File: config.mk
export PLATFORM = sky130hd
export DESIGN_NAME = mem_responder_flat
export DESIGN_NICKNAME = d
export VERILOG_FILES = /design/src/rtl/mem_responder_pkg.sv /design/src/rtl/mem_responder_if.sv /design/src/rtl/mem_responder_mem_array.sv /design/src/rtl/mem_responder.sv /design/src/flat_wrapper.sv
export SDC_FILE = /design/constraint.sdc
export NUM_CORES = 2
export LEC_CHECK = 0
export CORE_ASPECT_RATIO = 0.6
export CORE_MARGIN = 2
export CORE_UTILIZATION = 45
export CTS_BUF_LIST = sky130_fd_sc_hd__clkbuf_2 sky130_fd_sc_hd__clkbuf_4 sky130_fd_sc_hd__clkbuf_8
export CTS_CLUSTER_SIZE = 40
export DETAILED_ROUTE_END_ITERATION = 7
export PLACE_DENSITY = 0.64
export SLEW_MARGIN = 30
export SYNTH_ARGS = -nofsm -noshare
export SYNTH_HDL_FRONTEND = slang
export SYNTH_SLANG_ARGS = --single-unit
File: constraint.sdc
create_clock -name clk -period 9 [get_ports clk]
set_input_delay 1.8 -clock clk [delete_from_list [all_inputs] [get_ports clk]]
set_output_delay 1.8 -clock clk [all_outputs]
set_load 0.02 [all_outputs]
File: src/rtl/mem_responder_pkg.sv
// Shared types and constants for the memory responder and its storage array.
// Widths and parameter defaults live here so the top, the array and the interface agree on them.
package corg_mem_pkg;

    localparam int ADDR_W          = 8;
    localparam int DATA_W          = 8;
    localparam int DEPTH_DEF       = 256;
    localparam int WAIT_CYCLES_DEF = 2;
    // Wide enough for the full 0..15 wait range
    localparam int CNT_W           = 4;

    typedef enum logic [1:0] {
        IDLE = 2'd0,
        BUSY = 2'd1,
        DONE = 2'd2
    } state_t;

endpackage

File: src/rtl/mem_responder_if.sv
// Request/response and preload signals between a control unit and the memory responder.
// The master modport is the requester side; the slave modport is the responder side.
interface mem_responder_if;
    import corg_mem_pkg::*;

    logic              mem_cs;
    logic              mem_wr;
    logic [ADDR_W-1:0] address;
    logic [DATA_W-1:0] data;
    logic              load_en;
    logic [ADDR_W-1:0] load_addr;
    logic [DATA_W-1:0] load_data;
    logic [DATA_W-1:0] memout;
    logic              mem_ready;
    logic              busy;
    logic              load_ack;

    modport master (
        output mem_cs, mem_wr, address, data, load_en, load_addr, load_data,
        input  memout, mem_ready, busy, load_ack
    );

    modport slave (
        input  mem_cs, mem_wr, address, data, load_en, load_addr, load_data,
        output memout, mem_ready, busy, load_ack
    );

endinterface

File: src/rtl/mem_responder_mem_array.sv
// Single-write-port storage with synchronous write and registered read.
// Has no reset, so its contents survive a responder reset; out-of-range writes are dropped and out-of-range reads return zero.
module mem_array_256x8
    import corg_mem_pkg::*;
#(
    parameter int DEPTH = DEPTH_DEF
) (
    input  logic              clk,
    input  logic              wr_en,
    input  logic [ADDR_W-1:0] wr_addr,
    input  logic [DATA_W-1:0] wr_data,
    input  logic [ADDR_W-1:0] rd_addr,
    output logic [DATA_W-1:0] rd_data
);

    localparam int IDX_W = (DEPTH > 1) ? $clog2(DEPTH) : 1;
    localparam logic [ADDR_W:0] DEPTH_L = DEPTH[ADDR_W:0];

    logic [DATA_W-1:0] mem [DEPTH];
    logic [DATA_W-1:0] rd_data_reg;
    logic [IDX_W-1:0]  wr_idx;
    logic [IDX_W-1:0]  rd_idx;
    logic              wr_ok;
    logic              rd_ok;

    assign wr_idx = wr_addr[IDX_W-1:0];
    assign rd_idx = rd_addr[IDX_W-1:0];
    // Range check on the full address so no out-of-range access aliases onto a low word
    assign wr_ok  = ({1'b0, wr_addr} < DEPTH_L);
    assign rd_ok  = ({1'b0, rd_addr} < DEPTH_L);

    always_ff @(posedge clk) begin
        if (wr_en && wr_ok) begin
            mem[wr_idx] <= wr_data;
        end
        rd_data_reg <= rd_ok ? mem[rd_idx] : '0;
    end

    assign rd_data = rd_data_reg;

endmodule

File: src/rtl/mem_responder.sv
// Memory responder: accepts one chip-select request at a time, inserts WAIT_CYCLES wait states, then completes with a one-cycle ready pulse.
// A preload port writes storage directly while idle, and a new request takes priority over a preload in the same cycle.
module mem_responder
    import corg_mem_pkg::*;
#(
    parameter int WAIT_CYCLES = WAIT_CYCLES_DEF,
    parameter int DEPTH       = DEPTH_DEF
) (
    input  logic            clk,
    input  logic            rst,
    mem_responder_if.slave  bus
);

    localparam logic [CNT_W-1:0] WAIT_INIT = CNT_W'(WAIT_CYCLES);

    state_t            state_reg, state_next;
    logic [CNT_W-1:0]  cnt_reg, cnt_next;
    logic              wr_reg;
    logic [ADDR_W-1:0] addr_reg;
    logic [DATA_W-1:0] data_reg;
    logic [DATA_W-1:0] memout_reg;
    logic              ready_reg;
    logic              load_ack_reg;

    logic              accept;
    logic              preload;
    logic              finish;
    logic              arr_wr_en;
    logic [ADDR_W-1:0] arr_wr_addr;
    logic [DATA_W-1:0] arr_wr_data;
    logic [ADDR_W-1:0] arr_rd_addr;
    logic [DATA_W-1:0] arr_rd_data;

    assign accept  = (state_reg == IDLE) && !bus.mem_cs;
    assign preload = (state_reg == IDLE) &&  bus.mem_cs && bus.load_en;
    assign finish  = (state_reg == BUSY) && (cnt_reg == '0);

    always_comb begin
        state_next = state_reg;
        cnt_next   = cnt_reg;
        case (state_reg)
            IDLE: begin
                if (accept) begin
                    state_next = BUSY;
                    cnt_next   = WAIT_INIT;
                end
            end
            BUSY: begin
                if (cnt_reg != '0) begin
                    cnt_next = cnt_reg - 1'b1;
                end else begin
                    state_next = DONE;
                end
            end
            DONE: begin
                state_next = IDLE;
            end
            default: begin
                state_next = IDLE;
                cnt_next   = '0;
            end
        endcase
    end

    // Preloads and transaction writes never coincide: preloads happen only in IDLE, writes only on leaving BUSY
    assign arr_wr_en   = preload || (finish && wr_reg);
    assign arr_wr_addr = preload ? bus.load_addr : addr_reg;
    assign arr_wr_data = preload ? bus.load_data : data_reg;

    // Read the incoming address while idle so the word is ready even with zero wait states
    assign arr_rd_addr = (state_reg == IDLE) ? bus.address : addr_reg;

    mem_array_256x8 #(
        .DEPTH (DEPTH)
    ) u_mem (
        .clk     (clk),
        .wr_en   (arr_wr_en),
        .wr_addr (arr_wr_addr),
        .wr_data (arr_wr_data),
        .rd_addr (arr_rd_addr),
        .rd_data (arr_rd_data)
    );

    always_ff @(posedge clk or posedge rst) begin
        if (rst) begin
            state_reg    <= IDLE;
            cnt_reg      <= '0;
            wr_reg       <= 1'b0;
            addr_reg     <= '0;
            data_reg     <= '0;
            memout_reg   <= '0;
            ready_reg    <= 1'b0;
            load_ack_reg <= 1'b0;
        end else begin
            state_reg    <= state_next;
            cnt_reg      <= cnt_next;
            ready_reg    <= (state_next == DONE);
            load_ack_reg <= preload;
            if (accept) begin
                wr_reg   <= bus.mem_wr;
                addr_reg <= bus.address;
                data_reg <= bus.data;
            end
            if (finish && !wr_reg) begin
                memout_reg <= arr_rd_data;
            end
        end
    end

    assign bus.memout    = memout_reg;
    assign bus.mem_ready = ready_reg;
    assign bus.busy      = (state_reg != IDLE);
    assign bus.load_ack  = load_ack_reg;

endmodule

File: src/flat_wrapper.sv
// flat-port wrapper written by rule: the top's interface ports become plain ports
module mem_responder_flat import corg_mem_pkg::*;
#(
    parameter int WAIT_CYCLES = WAIT_CYCLES_DEF,
    parameter int DEPTH       = DEPTH_DEF
)
  (clk, rst, bus_mem_cs, bus_mem_wr, bus_address, bus_data, bus_load_en, bus_load_addr, bus_load_data, bus_memout, bus_mem_ready, bus_busy, bus_load_ack);
  mem_responder_if bus_i ();
  input  logic clk;
  input  logic rst;
  input wire logic [$bits(bus_i.mem_cs)-1:0] bus_mem_cs;
  input wire logic [$bits(bus_i.mem_wr)-1:0] bus_mem_wr;
  input wire logic [$bits(bus_i.address)-1:0] bus_address;
  input wire logic [$bits(bus_i.data)-1:0] bus_data;
  input wire logic [$bits(bus_i.load_en)-1:0] bus_load_en;
  input wire logic [$bits(bus_i.load_addr)-1:0] bus_load_addr;
  input wire logic [$bits(bus_i.load_data)-1:0] bus_load_data;
  output wire logic [$bits(bus_i.memout)-1:0] bus_memout;
  output wire logic [$bits(bus_i.mem_ready)-1:0] bus_mem_ready;
  output wire logic [$bits(bus_i.busy)-1:0] bus_busy;
  output wire logic [$bits(bus_i.load_ack)-1:0] bus_load_ack;
  assign bus_i.mem_cs = bus_mem_cs;
  assign bus_i.mem_wr = bus_mem_wr;
  assign bus_i.address = bus_address;
  assign bus_i.data = bus_data;
  assign bus_i.load_en = bus_load_en;
  assign bus_i.load_addr = bus_load_addr;
  assign bus_i.load_data = bus_load_data;
  assign bus_memout = bus_i.memout;
  assign bus_mem_ready = bus_i.mem_ready;
  assign bus_busy = bus_i.busy;
  assign bus_load_ack = bus_i.load_ack;
  mem_responder #(.WAIT_CYCLES(WAIT_CYCLES), .DEPTH(DEPTH)) u_core (.clk(clk), .rst(rst), .bus(bus_i));
endmodule
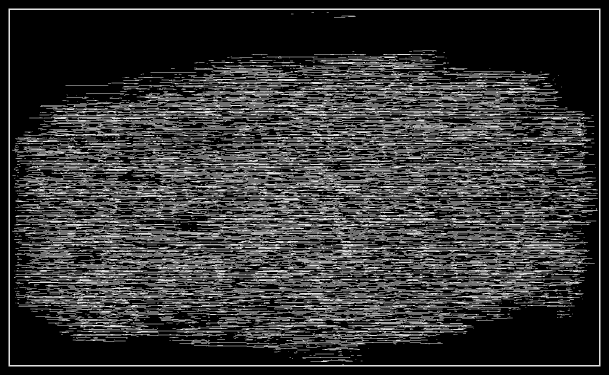
met1.png
5082 nets have wire on it. The wires run mostly horizontal. The longest straight run is 127 um. The layer carries 102 mm of wire. The layer holds 43% of the routed length.

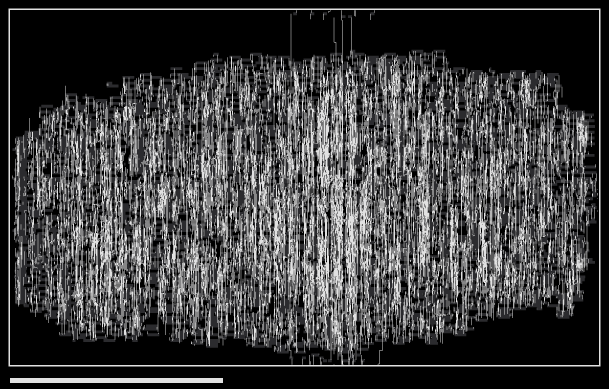
met2.png
The bar under the picture is 200 um long. Cells faint in the background.
4269 nets have wire on it. The wires run mostly vertical. The longest straight run is 133 um. The layer carries 93.3 mm of wire.

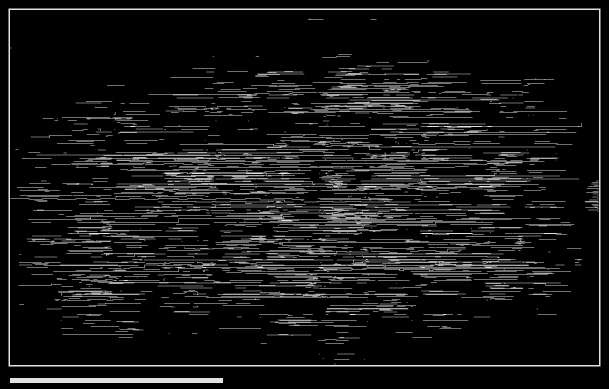
met3.png
The bar under the picture is 200 um long.
759 nets have wire on it. The layer holds 15% of the routed length. The layer carries 35.4 mm of wire. The longest straight run is 185 um. The wires run mostly horizontal.

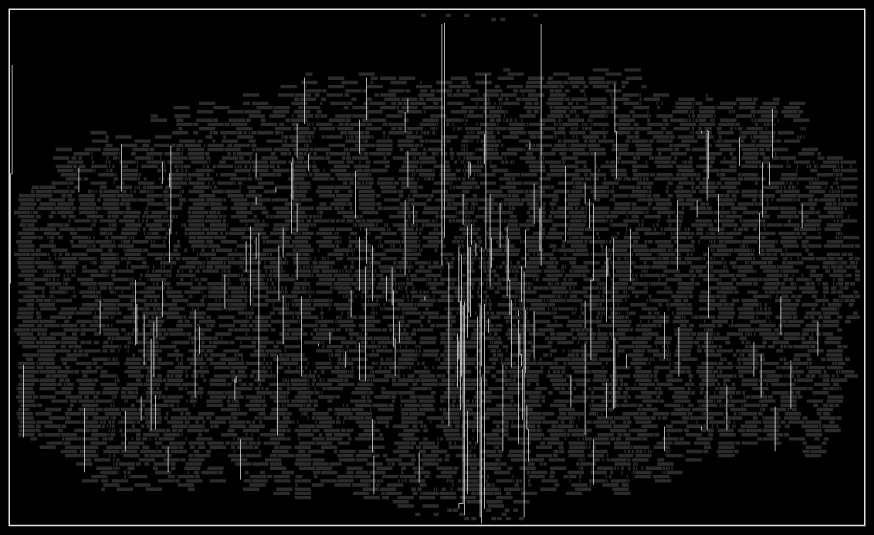
met4.png
Cells faint in the background.
The wires run mostly vertical. The layer holds 2.6% of the routed length.

==> CHANGELOG.md <==
### Metrics

* Outcome: completed
* Initial antenna violation count at 9
* Setup ws final at 3.308 ns
* Crit path to: u_core.u_mem.rd_data[4]$_DFF_P_
* Post-DRT Antenna Nets at 0
* Metal2 WL at 93340 um
* Sequential cell power at 12.6 mW
* Crit path capture type: flop
* Fillcell total at 14920
* Placement Cell Area at 85020 um^2
* Met1 WL at 101900 um
* Top cells excl fill/tap: edfxtp_1 (2048), nand2_1 (764), mux2i_1 (504)
* Sw frac at 39.38%
* Yosys reg bits at 2089
* Chip area line of the yosys report at 81660 um^2
* Post-route DRC at 0
* CTS sink cnt at 2089
* Fp util at 45.17%
* Taps Inserted at 2398
* Adder Area Share at 0.03065%
* Comb/total area at 19.87%
* RSZ-0062 raised after global routing: no
* Synth warnings at 0
* ClkCell Share at 6.177%
* CTS Hold Bufs at 0
* Mux cell area share at 8.604%
* Grt total ovfl at 0
Power figures rest on the tool's default switching activity, not on a simulated workload.
